$ cat config.mk
export PLATFORM = sky130hd
export DESIGN_NAME = kbd_decoder
export DESIGN_NICKNAME = d
export VERILOG_FILES = /design/src/rtl/kbd_pkg.sv /design/src/rtl/kbd_fifo.sv /design/src/rtl/kbd_decoder.sv
export SDC_FILE = /design/constraint.sdc
export NUM_CORES = 1
export LEC_CHECK = 0
export CAP_MARGIN = 20
export CORE_MARGIN = 4
export CORE_UTILIZATION = 37
export CTS_CLUSTER_DIAMETER = 200
export CTS_CLUSTER_SIZE = 30
export DETAILED_ROUTE_END_ITERATION = 7
export PLACE_DENSITY = 0.62
export SKIP_CTS_REPAIR_TIMING = 1
export SLEW_MARGIN = 0
export SYNTH_ARGS = -nofsm -noshare
export SYNTH_HDL_FRONTEND = slang
export SYNTH_SLANG_ARGS = --single-unit
$ cat constraint.sdc
create_clock -name clk -period 4.15 [get_ports clk]
set_clock_uncertainty 0.05 [all_clocks]
set_input_delay 0.415 -clock clk [delete_from_list [all_inputs] [get_ports clk]]
set_output_delay 0.415 -clock clk [all_outputs]
set_load 0.05 [all_outputs]
$ cat src/rtl/kbd_pkg.sv
// Shared constants, FSM state type and ASCII translation for the PS/2 set-2 key decoder.
package kbd_pkg;

  typedef enum logic [1:0] {
    StIdle   = 2'd0,
    StBrk    = 2'd1,
    StExt    = 2'd2,
    StExtBrk = 2'd3
  } kbd_state_e;

  localparam int unsigned EntryW = 16;

  localparam logic [7:0] ScanExt    = 8'hE0;
  localparam logic [7:0] ScanBreak  = 8'hF0;
  localparam logic [7:0] ScanAck    = 8'hFA;
  localparam logic [7:0] ScanBat    = 8'hAA;
  localparam logic [7:0] ScanPause  = 8'hE1;
  localparam logic [7:0] ScanLShift = 8'h12;
  localparam logic [7:0] ScanRShift = 8'h59;
  localparam logic [7:0] ScanCaps   = 8'h58;

  // Letters resolve to lowercase first; uppercase is a fixed 0x20 offset.
  function automatic logic [7:0] scan_to_ascii(input logic [7:0] code, input logic upper);
    logic [7:0] ch;
    logic       letter;
    ch     = 8'h00;
    letter = 1'b1;
    case (code)
      8'h1C: ch = 8'h61;
      8'h32: ch = 8'h62;
      8'h21: ch = 8'h63;
      8'h23: ch = 8'h64;
      8'h24: ch = 8'h65;
      8'h2B: ch = 8'h66;
      8'h34: ch = 8'h67;
      8'h33: ch = 8'h68;
      8'h43: ch = 8'h69;
      8'h3B: ch = 8'h6A;
      8'h42: ch = 8'h6B;
      8'h4B: ch = 8'h6C;
      8'h3A: ch = 8'h6D;
      8'h31: ch = 8'h6E;
      8'h44: ch = 8'h6F;
      8'h4D: ch = 8'h70;
      8'h15: ch = 8'h71;
      8'h2D: ch = 8'h72;
      8'h1B: ch = 8'h73;
      8'h2C: ch = 8'h74;
      8'h3C: ch = 8'h75;
      8'h2A: ch = 8'h76;
      8'h1D: ch = 8'h77;
      8'h22: ch = 8'h78;
      8'h35: ch = 8'h79;
      8'h1A: ch = 8'h7A;
      default: letter = 1'b0;
    endcase
    if (!letter) begin
      case (code)
        8'h45:   ch = 8'h30;
        8'h16:   ch = 8'h31;
        8'h1E:   ch = 8'h32;
        8'h26:   ch = 8'h33;
        8'h25:   ch = 8'h34;
        8'h2E:   ch = 8'h35;
        8'h36:   ch = 8'h36;
        8'h3D:   ch = 8'h37;
        8'h3E:   ch = 8'h38;
        8'h46:   ch = 8'h39;
        8'h29:   ch = 8'h20;
        8'h5A:   ch = 8'h0D;
        8'h66:   ch = 8'h08;
        default: ch = 8'h00;
      endcase
    end
    if (letter && upper) begin
      ch = ch - 8'h20;
    end
    return ch;
  endfunction

endpackage

$ cat src/rtl/kbd_fifo.sv
// Small synchronous FIFO; a push into a full queue is accepted only alongside a pop.
module kbd_fifo
  import kbd_pkg::*;
#(
  parameter int unsigned Depth = 8,
  parameter int unsigned Width = EntryW
) (
  input  logic             clk_i,
  input  logic             rst_i,
  input  logic             push_i,
  input  logic [Width-1:0] data_i,
  input  logic             pop_i,
  output logic             accept_o,
  output logic             full_o,
  output logic             empty_o,
  output logic [Width-1:0] head_o
);

  localparam int unsigned AddrW = (Depth > 1) ? $clog2(Depth) : 1;
  localparam logic [AddrW:0] FullCount = (AddrW + 1)'(Depth);

  logic [Width-1:0] mem_q [Depth];
  logic [AddrW-1:0] wr_ptr_q, rd_ptr_q;
  logic [AddrW:0]   count_q;
  logic             do_pop;

  assign empty_o  = (count_q == '0);
  assign full_o   = (count_q == FullCount);
  assign do_pop   = pop_i & ~empty_o;
  assign accept_o = push_i & (~full_o | do_pop);
  assign head_o   = empty_o ? '0 : mem_q[rd_ptr_q];

  always_ff @(posedge clk_i) begin
    if (rst_i) begin
      wr_ptr_q <= '0;
      rd_ptr_q <= '0;
      count_q  <= '0;
    end else begin
      if (accept_o) begin
        wr_ptr_q <= wr_ptr_q + AddrW'(1);
      end
      if (do_pop) begin
        rd_ptr_q <= rd_ptr_q + AddrW'(1);
      end
      case ({accept_o, do_pop})
        2'b10:   count_q <= count_q + (AddrW + 1)'(1);
        2'b01:   count_q <= count_q - (AddrW + 1)'(1);
        default: count_q <= count_q;
      endcase
    end
  end

  // Storage needs no reset: the head is masked while empty.
  always_ff @(posedge clk_i) begin
    if (accept_o) begin
      mem_q[wr_ptr_q] <= data_i;
    end
  end

endmodule

$ cat src/rtl/kbd_decoder.sv
// PS/2 set-2 decoder: prefix FSM, modifier tracking, typematic suppression and an event queue.
module kbd_decoder
  import kbd_pkg::*;
#(
  parameter int unsigned FIFO_DEPTH = 8,
  parameter int unsigned CNT_W      = 8
) (
  input  logic             clk,
  input  logic             rst,
  input  logic             scan_valid,
  input  logic [7:0]       scan_code,
  output logic             ev_valid,
  input  logic             ev_ready,
  output logic [7:0]       ev_scan,
  output logic [7:0]       ev_ascii,
  output logic             shift_o,
  output logic             caps_o,
  output logic [CNT_W-1:0] press_cnt,
  output logic             overflow
);

  kbd_state_e       state_q, state_d;
  logic [7:0]       held_q, held_d;
  logic             lshift_q, lshift_d;
  logic             rshift_q, rshift_d;
  logic             caps_q, caps_d;
  logic [CNT_W-1:0] cnt_q;
  logic             overflow_q;

  logic              push;
  logic [EntryW-1:0] push_data;
  logic              accept;
  logic              fifo_full;
  logic              fifo_empty;
  logic [EntryW-1:0] head;
  logic              ignored;

  assign shift_o   = lshift_q | rshift_q;
  assign caps_o    = caps_q;
  assign press_cnt = cnt_q;
  assign overflow  = overflow_q;
  assign ev_valid  = ~fifo_empty;
  assign ev_scan   = head[15:8];
  assign ev_ascii  = head[7:0];
  assign ignored   = (scan_code == ScanAck) || (scan_code == ScanBat) || (scan_code == ScanPause);

  always_comb begin
    state_d   = state_q;
    held_d    = held_q;
    lshift_d  = lshift_q;
    rshift_d  = rshift_q;
    caps_d    = caps_q;
    push      = 1'b0;
    // Case is taken from modifier state before this byte is applied.
    push_data = {scan_code, scan_to_ascii(scan_code, shift_o ^ caps_q)};
    if (scan_valid) begin
      case (state_q)
        StIdle: begin
          if (scan_code == ScanBreak) begin
            state_d = StBrk;
          end else if (scan_code == ScanExt) begin
            state_d = StExt;
          end else if (!ignored && (scan_code != held_q)) begin
            held_d = scan_code;
            if (scan_code == ScanLShift) begin
              lshift_d = 1'b1;
            end else if (scan_code == ScanRShift) begin
              rshift_d = 1'b1;
            end else if (scan_code == ScanCaps) begin
              caps_d = ~caps_q;
            end else begin
              push = 1'b1;
            end
          end
        end
        StBrk: begin
          state_d = StIdle;
          if (scan_code == ScanLShift) begin
            lshift_d = 1'b0;
          end
          if (scan_code == ScanRShift) begin
            rshift_d = 1'b0;
          end
          if (scan_code == held_q) begin
            held_d = 8'h00;
          end
        end
        StExt: begin
          state_d = (scan_code == ScanBreak) ? StExtBrk : StIdle;
        end
        default: begin
          state_d = StIdle;
        end
      endcase
    end
  end

  always_ff @(posedge clk) begin
    if (rst) begin
      state_q    <= StIdle;
      held_q     <= 8'h00;
      lshift_q   <= 1'b0;
      rshift_q   <= 1'b0;
      caps_q     <= 1'b0;
      cnt_q      <= '0;
      overflow_q <= 1'b0;
    end else begin
      state_q  <= state_d;
      held_q   <= held_d;
      lshift_q <= lshift_d;
      rshift_q <= rshift_d;
      caps_q   <= caps_d;
      if (accept) begin
        cnt_q <= cnt_q + CNT_W'(1);
      end
      if (push && !accept) begin
        overflow_q <= 1'b1;
      end
    end
  end

  kbd_fifo #(
    .Depth (FIFO_DEPTH),
    .Width (EntryW)
  ) u_fifo (
    .clk_i    (clk),
    .rst_i    (rst),
    .push_i   (push),
    .data_i   (push_data),
    .pop_i    (ev_ready),
    .accept_o (accept),
    .full_o   (fifo_full),
    .empty_o  (fifo_empty),
    .head_o   (head)
  );

endmodule

**Run 1: PDN straps and rails**

Pins as bars on the die edge. Tap cells in grey.
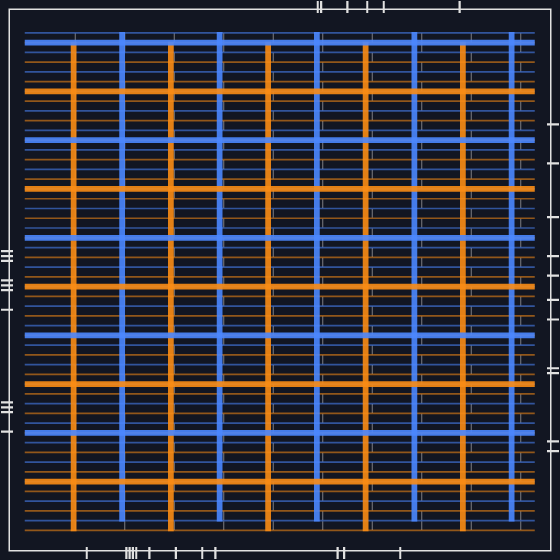
Key: blue = VDD; orange = VSS
10 straps on met5. The core has 51 rows. 52 met1 rails follow the rows. 10 straps on met4. 40 signal pins sit on the boundary.
Die Y: 151 µm
Core Area: 19700 µm²

**Run 1: cell placement**

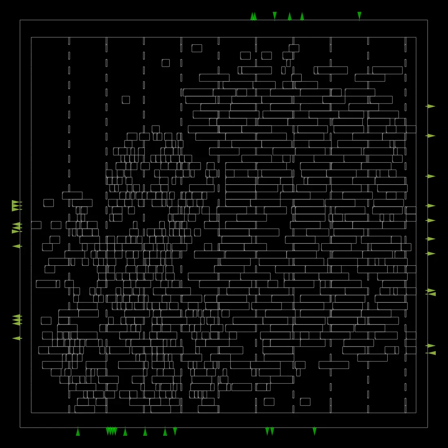
fin util: 45.7%
fraction of area in registers: 50.4%

==> run_results.csv, run 1 <==
group,metric,value,unit
status,outcome,"completed",
grt,met3_usage,3.22,%
synth,syn_nets,580,
power,ir_worst_vdd,299,µV
final_timing,rsz0062_at_grt,"false",
critical_path,reg2reg_depth,12,
synth,largest_area_cell,"edfxtp_1",
worst_hold_path,holdPathStages,2,
final_timing,slew_headroom,41.0,%
layout,comb_area_share,31.2,%
final_timing,max_freq,281,MHz
power,power_leader,"registers",
synth,synth.most_common_cell,"edfxtp_1",
grt,grt_max_degree,39,
layout,top_register,"u_fifo.mem_q",
synth,ff_type,"edfxtp_1",
final_timing,timing.final.ws_setup,0.588,ns
run,tool_warnings,26,
drt,wl_met2,8550,µm
layout,inv_count,13,
grt,grt_use_met1,21.5,%
synth,top_logic_kind,"multiplexers",
worst_hold_path,hold_end,"u_fifo.rd_ptr_q[1]",
clock_tree,path_clk_slew,0.06,ns
drt,drc_errors,0,
place,place_inst,863,
drt,firstDrtPassIters,5,
clock_tree,h-tree-depth,4,
layout,clkbuf_count,17,
synth,synthSimpleGateAreaFrac,12.4,%
grt,grt_pass1_wl,27600,µm
power,power_switching_share,33.2,%
clock_tree,cts_tree,"built",
synth,avgSynthCellArea,13.4,µm²
drt,top_layer,"met4",
critical_path,start_kind,"primary input",
**Run 1: cells coloured by class**

Bar = 50 µm. Fill, decap, tap and diode cells in grey.
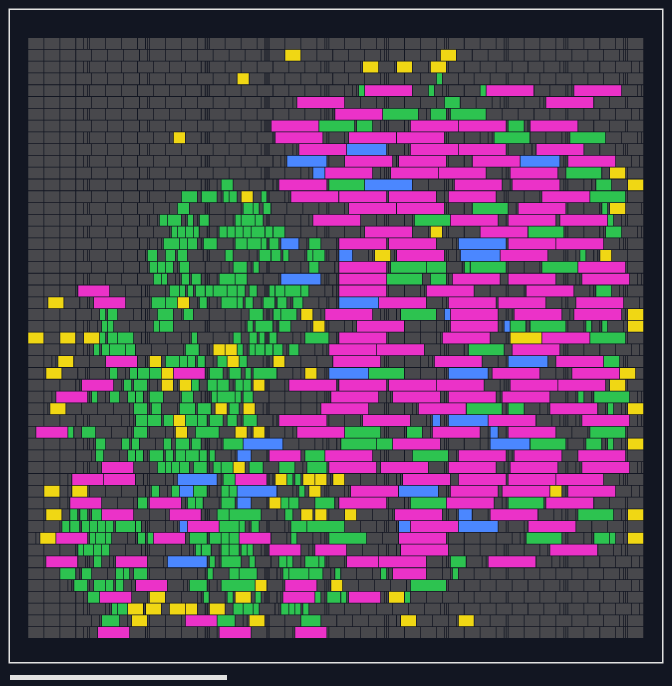
Key: blue = clock drivers and dummy loads [cells 32]; green = all other logic [cells 357]; yellow = other buffers and delay cells [cells 78]; magenta = flip-flops [cells 163]
row count: 51
final instance area: 9010 µm²

**Run 1: the metal 2 layer**

Bar = 50 µm.
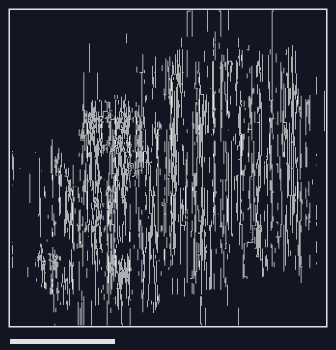
The longest straight run is 60.9 µm. The wires run mostly vertical. The layer carries 8550 µm of wire. The layer holds 49% of the routed length. 551 nets have wire on it.
met2 usage: 26.2%
Post-Route WL: 17400 µm

## Run 2: what changed since run 1
Settings changed: PLACE_DENSITY 0.62 to 0.6.
Clock period 4.15 ns to 4.1 ns, I/O delays scaled along.
**Run 2: PDN straps and rails**

Pins as bars on the die edge. Tap cells in grey.
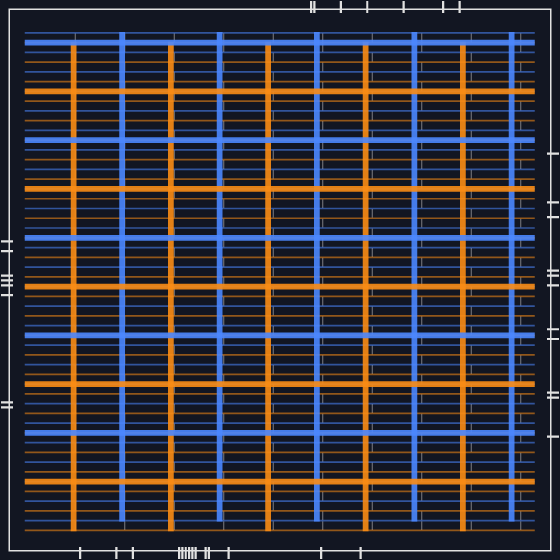
Key: blue = VDD; orange = VSS
The core has 51 rows. 265 tap cells. 52 met1 rails follow the rows. 40 signal pins sit on the boundary. 10 straps on met4.
die span in x: 151 µm
Max rail drop VDD: 394 µV

==> run 2 against run 1 <==
Power increased by 2.6%. Synthesized cell count did not move. Via count fell by 1.4%. Worst hold slack improved by 0.0021 ns. Highest routed layer unchanged.
==> run_results.csv, run 2 <==
group,metric,value,unit
layout,design_area,9030,µm²
power,power_switching_share,32.0,%
worst_hold_path,hp-class,"register to register",
layout,n_all_buffers,77,
critical_path,r2r_end,"u_fifo.count_q[3]",
grt,use_met2,25.9,%
clock_tree,cts_tree,"built",
layout,seq_area_share,50.4,%
layout,comb_area_share,31.2,%
power,power_leader,"registers",
worst_hold_path,holdPathStages,2,
grt,grt.total_usage,16.4,%
final_timing,rsz0062_at_grt,"false",
grt,grt_use_met1,22.2,%
layout,finalCoreUtilization,45.8,%
grt,met3_usage,4.03,%
drt,wl_met2,8570,µm
clock_tree,h-tree-depth,4,
synth,syn_nets,580,
critical_path,start_kind,"primary input",
drt,drc_errors,0,
final_timing,slew_headroom,37.6,%
drt,top_layer,"met4",
final_timing,timing.final.ws_setup,0.631,ns
synth,top_cell_area_share,51.1,%
status,outcome,"completed",
synth,ff_type,"edfxtp_1",
synth,avgSynthCellArea,13.4,µm²
floorplan,rows,51,
layout,inv_count,13,
drt,wirelength,17500,µm
run,tool_warnings,26,
clock_tree,path_clk_slew,0.06,ns
layout,comb_area,2820,µm²
grt,grt_max_degree,33,
drt,firstDrtPassIters,5,
layout,top_register,"u_fifo.mem_q",
layout,clkbuf_count,21,
synth,largest_area_cell,"edfxtp_1",
synth,synthSimpleGateAreaFrac,12.4,%
final_timing,max_freq,288,MHz
place,place_inst,862,
final_timing,hold_ws,0.436,ns
grt,grt_pass1_wl,27900,µm
synth,synth.most_common_cell,"edfxtp_1",
synth,top_logic_kind,"multiplexers",
## Run 3: what changed since run 2
Settings changed: PLACE_DENSITY 0.6 to 0.62.
Clock period 4.1 ns to 3.1 ns, I/O delays scaled along.
**Run 3: the metal 2 layer**

Bar = 50 µm.
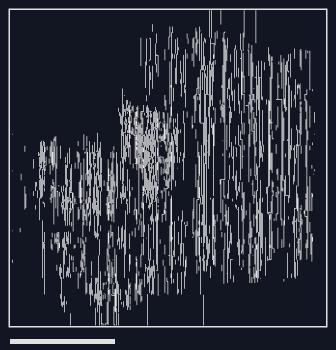
The longest straight run is 66.8 µm. The layer holds 49% of the routed length. The layer carries 8600 µm of wire.
met2 usage: 26.4%
Post-Route WL: 17400 µm

==> run 3 against run 2 <==
Combinational power rose by 34%. Critical path type unchanged. Non-clock buffer count rose by 53. Sequential share of layout area fell by 2.0 points. Clock-buffer cell count fell by 4. Core utilization rose by 1.9 points.
==> run_results.csv, run 3 <==
group,metric,value,unit
status,outcome,"completed",
grt,grt_pass1_wl,28000,µm
clock_tree,h-tree-depth,4,
layout,top_register,"u_fifo.mem_q",
drt,wl_met2,8600,µm
layout,fin_nets,688,
synth,avgSynthCellArea,13.4,µm²
power,power.internal,4.39,mW
synth,ys_area,7520,µm²
worst_hold_path,hp-class,"register to register",
floorplan,die_w,151,µm
floorplan,fp_util,38.1,%
layout,n_all_buffers,130,
final_timing,slew_headroom,43.0,%
power,power_switching_share,34.5,%
layout,comb_area,2840,µm²
drt,firstDrtPassIters,5,
grt,grt_max_degree,33,
final_timing,hold_ws,0.436,ns
synth,synthSimpleGateAreaFrac,12.4,%
place,place_inst,911,
layout,design_area,9410,µm²
floorplan,rows,51,
synth,syn_nets,580,
clock_tree,path_clk_slew,0.07,ns
layout,comb_area_share,30.2,%
clock_tree,cts_tree,"built",
drt,top_layer,"met4",
floorplan,die.size.y,151,µm
synth,ff_type,"edfxtp_1",
clock_tree,cts-root-buf,"clkbuf_16",
power,power.density,712,nW/µm²
layout,finalCoreUtilization,47.7,%
grt,met3_usage,3.58,%
layout,drive_above_1_share,28.4,%
critical_path,arrival,3.21,ns
synth,top_cell_area_share,51.1,%
synth,largest_area_cell,"edfxtp_1",
critical_path,start_kind,"primary input",
power,power_leader,"registers",
run,tool_warnings,27,
final_timing,timing.final.ws_setup,0.153,ns
grt,grt.total_usage,16.0,%
final_timing,max_freq,339,MHz
power,ir_worst_vdd,528,µV
critical_path,crit_path_max_incr_delay,0.51,ns
layout,clkbuf_count,17,
layout,seq_area_share,48.3,%
layout,inv_count,13,
final_timing,worstMarginPinSlew,0.852,ns

==> screenshots <==
Clock wires, drivers and flops.
(a)
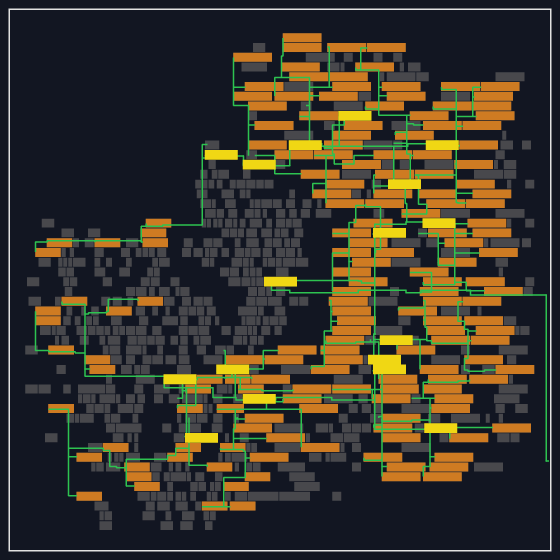
(b)
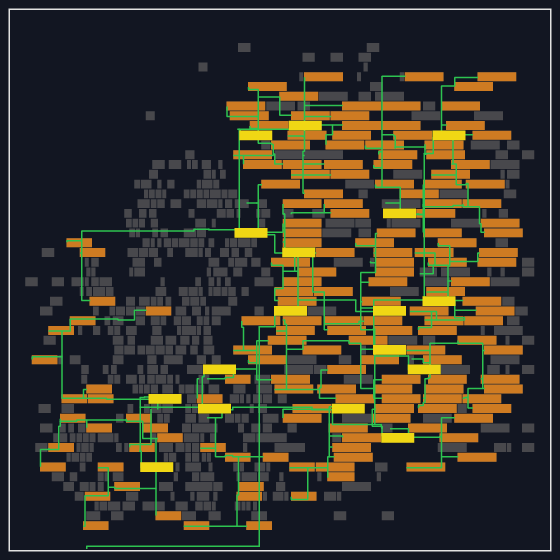
run 3: (a)
run 1: (b)

Key to (a):
Key: yellow = cells driving clock nets [count 17]; orange = flip-flops [count 163]; green = clock wires [length 1760 µm]
Position of the flops: all over the die. There are 18 routed clock nets.

Power figures rest on the tool's default switching activity, not on a simulated workload.
